<file path="src/rtl/mem_pkg.sv">
// mem_pkg: size codes, MEM-stage FSM states, request bundle and
// little-endian lane extract/merge helpers shared with a later cache.
package mem_pkg;

  localparam logic [1:0] SIZE_BYTE = 2'b00;
  localparam logic [1:0] SIZE_HALF = 2'b01;
  localparam logic [1:0] SIZE_WORD = 2'b10;
  localparam logic [1:0] SIZE_RSVD = 2'b11;

  typedef enum logic [2:0] {
    IDLE,
    RD,
    MERGE,
    WRITE,
    RESP
  } mem_state_t;

  typedef struct packed {
    logic        we;
    logic [1:0]  size;
    logic        sgn;
    logic [1:0]  lane;
    logic [31:0] wdata;
  } mem_req_t;

  function automatic logic [31:0] lane_extract(
    input logic [31:0] w,
    input logic [1:0]  lane,
    input logic [1:0]  size,
    input logic        sgn
  );
    logic [7:0]  b;
    logic [15:0] h;
    logic [31:0] r;
    b = w[{lane, 3'b000} +: 8];
    h = lane[1] ? w[31:16] : w[15:0];
    case (size)
      SIZE_BYTE: r = {{24{sgn & b[7]}}, b};
      SIZE_HALF: r = {{16{sgn & h[15]}}, h};
      default:   r = w;
    endcase
    return r;
  endfunction

  function automatic logic [31:0] lane_merge(
    input logic [31:0] w,
    input logic [31:0] wd,
    input logic [1:0]  lane,
    input logic [1:0]  size
  );
    logic [31:0] r;
    r = w;
    case (size)
      SIZE_BYTE: r[{lane, 3'b000} +: 8] = wd[7:0];
      SIZE_HALF: begin
        if (lane[1]) r[31:16] = wd[15:0];
        else         r[15:0]  = wd[15:0];
      end
      default:   r = wd;
    endcase
    return r;
  endfunction

endpackage

</file>
<file path="src/rtl/mem_lane_align.sv">
// mem_lane_align: combinational lane extract+extend of a read word and
// lane merge of store data into it. i_word/i_wdata/i_lane/i_size/i_sgn in; o_ext/o_merged out.
module mem_lane_align
  import mem_pkg::*;
(
  input  logic [31:0] i_word,
  input  logic [31:0] i_wdata,
  input  logic [1:0]  i_lane,
  input  logic [1:0]  i_size,
  input  logic        i_sgn,
  output logic [31:0] o_ext,
  output logic [31:0] o_merged
);

  assign o_ext    = lane_extract(i_word, i_lane,
                                 i_size, i_sgn);
  assign o_merged = lane_merge(i_word, i_wdata,
                               i_lane, i_size);

endmodule

</file>
<file path="src/rtl/mem_access_unit.sv">
// mem_access_unit: MEM-stage controller in front of a sync BRAM.
// Ports: req_* (EX handshake), rsp_* (WB handshake), mem_* (BRAM port A).
module mem_access_unit
  import mem_pkg::*;
#(
  parameter int ADDR_W     = 4,
  parameter int MEM_RD_LAT = 1
) (
  input  logic              clka,
  input  logic              rst_n,
  input  logic              req_valid,
  output logic              req_ready,
  input  logic              req_we,
  input  logic [1:0]        req_size,
  input  logic              req_signed,
  input  logic [31:0]       req_addr,
  input  logic [31:0]       req_wdata,
  output logic              rsp_valid,
  input  logic              rsp_ready,
  output logic [31:0]       rsp_rdata,
  output logic              rsp_err,
  output logic              mem_wea,
  output logic [ADDR_W-1:0] mem_addra,
  output logic [31:0]       mem_dina,
  input  logic [31:0]       mem_douta
);

  localparam logic [1:0] LAT = 2'(MEM_RD_LAT);

  mem_state_t        r_state;
  mem_state_t        w_next;
  mem_req_t          r_req;
  logic [1:0]        r_cnt;
  logic              r_wea;
  logic [ADDR_W-1:0] r_addra;
  logic [31:0]       r_dina;
  logic [31:0]       r_rdata;
  logic              r_err;
  logic              w_acc;
  logic              w_err;
  logic              w_wstore;
  logic              w_cap;
  logic [31:0]       w_ext;
  logic [31:0]       w_merged;

  assign w_acc = req_valid && (r_state == IDLE);

  // Any of these reject the request before touching memory.
  assign w_err =
      (req_size == SIZE_RSVD)
    | ((req_size == SIZE_HALF) & req_addr[0])
    | ((req_size == SIZE_WORD) & (|req_addr[1:0]))
    | (|req_addr[31:ADDR_W+2]);

  assign w_wstore = req_we && (req_size == SIZE_WORD);
  assign w_cap    = (r_state == RD) && (r_cnt == LAT);

  mem_lane_align u_align (
    .i_word   (mem_douta),
    .i_wdata  (r_req.wdata),
    .i_lane   (r_req.lane),
    .i_size   (r_req.size),
    .i_sgn    (r_req.sgn),
    .o_ext    (w_ext),
    .o_merged (w_merged)
  );

  always_ff @(posedge clka or negedge rst_n) begin
    if (!rst_n) r_state <= IDLE;
    else        r_state <= w_next;
  end

  always_comb begin
    w_next = r_state;
    unique case (r_state)
      IDLE: begin
        if (w_acc) begin
          if (w_err)         w_next = RESP;
          else if (w_wstore) w_next = WRITE;
          else               w_next = RD;
        end
      end
      RD: begin
        if (w_cap)
          w_next = r_req.we ? MERGE : RESP;
      end
      MERGE:   w_next = RESP;
      WRITE:   w_next = RESP;
      RESP: begin
        if (rsp_ready) w_next = IDLE;
      end
      default: w_next = IDLE;
    endcase
  end

  always_ff @(posedge clka or negedge rst_n) begin
    if (!rst_n) begin
      r_req   <= '0;
      r_cnt   <= '0;
      r_wea   <= 1'b0;
      r_addra <= '0;
      r_dina  <= '0;
      r_rdata <= '0;
      r_err   <= 1'b0;
    end else begin
      r_wea <= 1'b0;
      unique case (r_state)
        IDLE: begin
          if (w_acc) begin
            r_req   <= '{we:    req_we,
                         size:  req_size,
                         sgn:   req_signed,
                         lane:  req_addr[1:0],
                         wdata: req_wdata};
            r_cnt   <= '0;
            r_rdata <= '0;
            r_err   <= w_err;
            if (!w_err) begin
              r_addra <= req_addr[ADDR_W+1:2];
              // Word stores skip the read and write straight away.
              if (w_wstore) begin
                r_wea  <= 1'b1;
                r_dina <= req_wdata;
              end
            end
          end
        end
        RD: begin
          if (w_cap) begin
            if (r_req.we) r_dina  <= w_merged;
            else          r_rdata <= w_ext;
          end else begin
            r_cnt <= r_cnt + 2'd1;
          end
        end
        MERGE:   r_wea <= 1'b1;
        default: ;
      endcase
    end
  end

  assign req_ready = (r_state == IDLE);
  assign rsp_valid = (r_state == RESP);
  assign rsp_rdata = r_rdata;
  assign rsp_err   = r_err;
  assign mem_wea   = r_wea;
  assign mem_addra = r_addra;
  assign mem_dina  = r_dina;

endmodule

</file>
<file path="config.mk">
export PLATFORM = sky130hd
export DESIGN_NAME = mem_access_unit
export DESIGN_NICKNAME = d
export VERILOG_FILES = /design/src/rtl/mem_pkg.sv /design/src/rtl/mem_lane_align.sv /design/src/rtl/mem_access_unit.sv
export SDC_FILE = /design/constraint.sdc
export NUM_CORES = 1
export LEC_CHECK = 0
export ABC_AREA = 1
export CAP_MARGIN = 10
export CELL_PAD_IN_SITES_DETAIL_PLACEMENT = 0
export CELL_PAD_IN_SITES_GLOBAL_PLACEMENT = 1
export CORE_ASPECT_RATIO = 0.7
export CORE_UTILIZATION = 48
export CTS_CLUSTER_SIZE = 28
export DETAILED_ROUTE_END_ITERATION = 12
export DONT_BUFFER_PORTS = 1
export PLACE_DENSITY = 0.83
export SLEW_MARGIN = 25
export SYNTH_ARGS = -nofsm -noshare
export SYNTH_HDL_FRONTEND = slang
export SYNTH_SLANG_ARGS = --single-unit
</file>
<file path="constraint.sdc">
create_clock -name clka -period 4.45 [get_ports clka]
set_input_delay 0.445 -clock clka [delete_from_list [all_inputs] [get_ports clka]]
set_output_delay 0.445 -clock clka [all_outputs]
set_load 0.01 [all_outputs]
</file>
wire_density.png
Bar = 50 microns. 30 x 21 tiles, from dark blue (low) to red (high), scaled to the fullest tile. Values are wire area over tile area, all layers added.
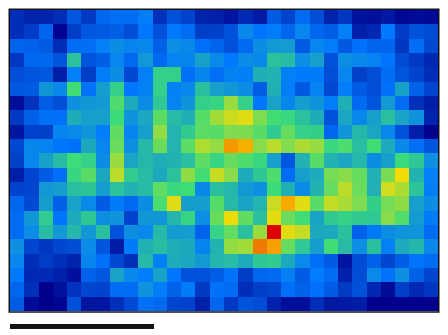
densest ninth of the die: center
tiles over half the peak: 14%
fullest tile: 0.83
mean over tiles: 0.25
nearly empty tiles: 1.9%

metal_stack.png
Bar = 50 microns.
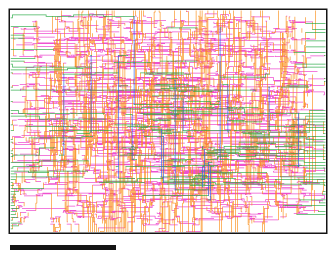
| color | layer | wire length |
|---|---|---|
| orange | met2 | 9,800 microns |
| green | met3 | 2,690 microns |
| blue | met4 | 490 microns |
| magenta | met1 | 10,200 microns |

cell_classes.png
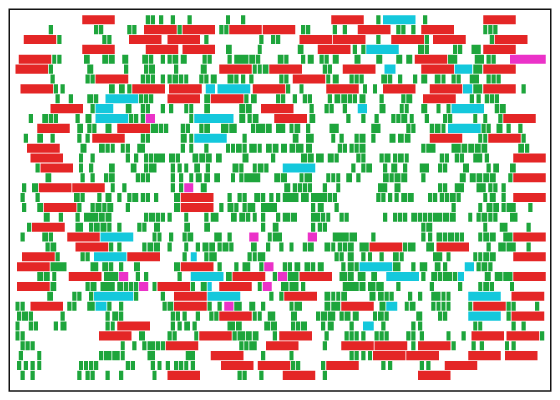
| color | class | cells | share of their area |
|---|---|---|---|
| green | all other logic | 927 | 54% |
| cyan | clock drivers and dummy loads | 32 | 7.8% |
| red | flops | 113 | 37% |
| magenta | other buffers and delay cells | 11 | 1.3% |

registers.png
Bar = 50 microns.
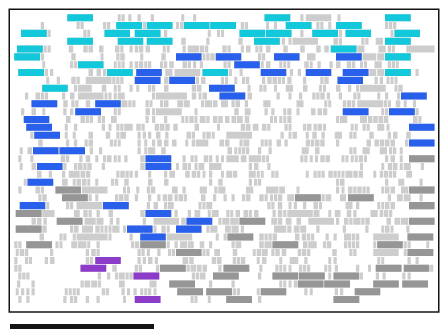
| color | signal | sequential cells |
|---|---|---|
| purple | mem_addra | 4 |
| blue | r_req | 38 |
| cyan | mem_dina | 32 |
not colored: 39

==> results.yml <==
# generated from flow reports
timing:
  fin_tns_setup_ns: 0
  post-route-min-period_ns: 2.74
  min_period_over_period_pct: 61.5
  setup_viol: 0
  worst_slack_ns: 1.71
  worst_pin_slew_ns: 0.925
  slew_viol_final: 0
  skew_ns: 0.00675
  rsz0062_at_grt: "no"
  fmax_mhz: 366
  hold_viol: 51
  holdWs_ns: -0.0271
layout:
  bufAreaShareNonClock_pct: 1.31
  fin_nets: 1180
  nonClockBufferCount: 11
  fillers: 1519
  largest_reg_flops: 38
  comb_area_sq_um: 3630
  comb.multi_input.count: 804
  largest_class: "multi-input combinational cells"
  lay_top_count: "nand2_1"
  final_design_area_no_fill_sq_um: 7860
  clockNetworkAreaShare_pct: 7.53
  drive_gt1_share_pct: 6.00
  seq_area_share_pct: 36.0
  flop_area_sq_um: 2830
  comb_area_share_pct: 46.2
  num_antenna_cells: 0
  nNonClkInverters: 123
  n_sequential_cell: 113
  max_flop_register: "r_req"
  stdcell_count: 1278
  syn_to_final_growth_pct: 8.70
  post-route-util_pct: 53.4
critical_path:
  critPathLaunch: "r_state[1]$_DFFE_PN0P_"
  r2r_setup_slack_ns: 1.71
  cp-end-kind: "flop"
  arrival_ns: 3.05
  path_common_cell: "nand2_1"
  critPathKind: "flop to flop"
  timing.critical_path.required_ns: 4.76
  critPathTopFamily: "simple AND/OR/NAND/NOR gates"
  cp_num_cells: 10
  cp_slowest_cell: "dfrtp_1"
  cp_cell_sequence: "nor2_4 > nand2_4 > inv_2 > nand2_1 > nand2_1 > and3_1 > buf_4 > nand2_4 > nand2_1 > nand2_1"
  r2r_end: "mem_dina[3]$_DFFE_PN0P_"
  crit_path_max_incr_delay_ns: 0.45
  reg2reg_from: "r_state[1]$_DFFE_PN0P_"
  reg2reg_depth: 10
  cp_num_buf_inv: 2
outcome:
  status: "complete, but fails checks"
  failed_checks: "hold timing"
synth:
  synth_flops: 113
  syn_area_per_cell_sq_um: 6.54
  ys_seq_share_pct: 39.1
  netlist_instances: 1105
  yosys.stat.chipArea_sq_um: 7230
  synthAdderAreaFrac_pct: 1.04
  flop_cell: "dfrtp_1"
  xor_share_pct: 0
  fp_nets: 1215
  synthArstFlopShare_pct: 100
  compound_area_share_pct: 11.4
  synthesis.area_sq_um: 7230
  synth-edff-count: 0
  ys_types: 33
  yosysWarningCount: 0
  synth_stat.cells: 1105
  topCombFamilyByArea: "simple AND/OR/NAND/NOR gates"
  mux_share_pct: 0
  simple_gate_share_pct: 37.7
routing:
  ant_nets: 0
  vias: 7065
  wl_per_cell_microns: 18.2
  wl_met3_microns: 2690
  top_layer: "met4"
  drtIter0Drc: 617
  met2_length_microns: 9800
  routedLengthMet1_microns: 10200
  wirelength_microns: 23200
  via_per_inst: 5.53
  dr.pass1.iters: 6
global_routing:
  use_met3_pct: 9.08
  track_usage_pct: 31.2
  grt-busiest-layer: "met2"
  grt-ovfl-total: 0
  grt_use_met1_pct: 44.1
  grt_pass1_vias: 6666
  grt_max_degree: 114
  met2_usage_pct: 45.1
  antenna_found_initial: 0
power:
  p_switching_mw: 2.39
  vdd_drop_max_v: 0.000311
  swShare_pct: 46.3
  comb_cell_power_mw: 2.09
  p_clk_share_pct: 26.2
  p_comb_share_pct: 40.4
  power_leader: "combinational logic"
  power_density_nw_per_um2: 657
  powerSeq_mw: 1.73
  p_leak_nw: 4.15
  p_seq_share_pct: 33.4
  clock_net_power_mw: 1.35
clock_network:
  clock_path_buffers: 2
  cts_tree: "yes"
  ctsHoldBuffers: 1
  cts_sinks: 113
  path_clk_slew_ns: 0.05
  cts-root-buf: "clkbuf_16"
  clk_latency_ns: 0.43
  htree_levels: 4
  post_cts_buffers: 0
floorplanning:
  core.rowCount: 37
  ios: 176
  die_width_microns: 149
  coreArea_sq_um: 14700
  fp.dieH_microns: 105
  taps: 195
  chipArea_sq_um: 15600
placement:
  place.gp.congestion: 0.928
  place_ws_ns: 1.75
  dp_hpwl_microns: 16700
  portBuffers: 0
flow_run:
  drv_cap: 0
  warning_count: 32
min_path:
  hold_class: "input port to async pin"
synthesized netlist by cell type, types with 2 or more instances:
cell      number  share of area (%)
a21oi_1       60                4.2
buf_1          5               0.26
buf_2         23                1.6
buf_4          4               0.42
buf_6          3               0.47
clkbuf_1      28                1.5
clkbuf_2       2               0.14
dfrtp_1      113                 39
ha_1           6                1.0
inv_1        118                6.1
inv_2          4               0.21
nand2_1      409                 21
nand2_4        2               0.31
nand3_1      112                7.8
nand3b_1       6               0.62
nand4_1       21                1.8
nor2_1        80                4.2
nor2_2         2               0.17
nor2_4         2               0.31
nor3_1         2               0.14
o211ai_1      17                1.8
o21ai_0       51                3.5
o22ai_1       11               0.95
o31ai_1        7               0.73
or2_2          9               0.78
No activity file was given, so power comes from the tool's default toggle rates.
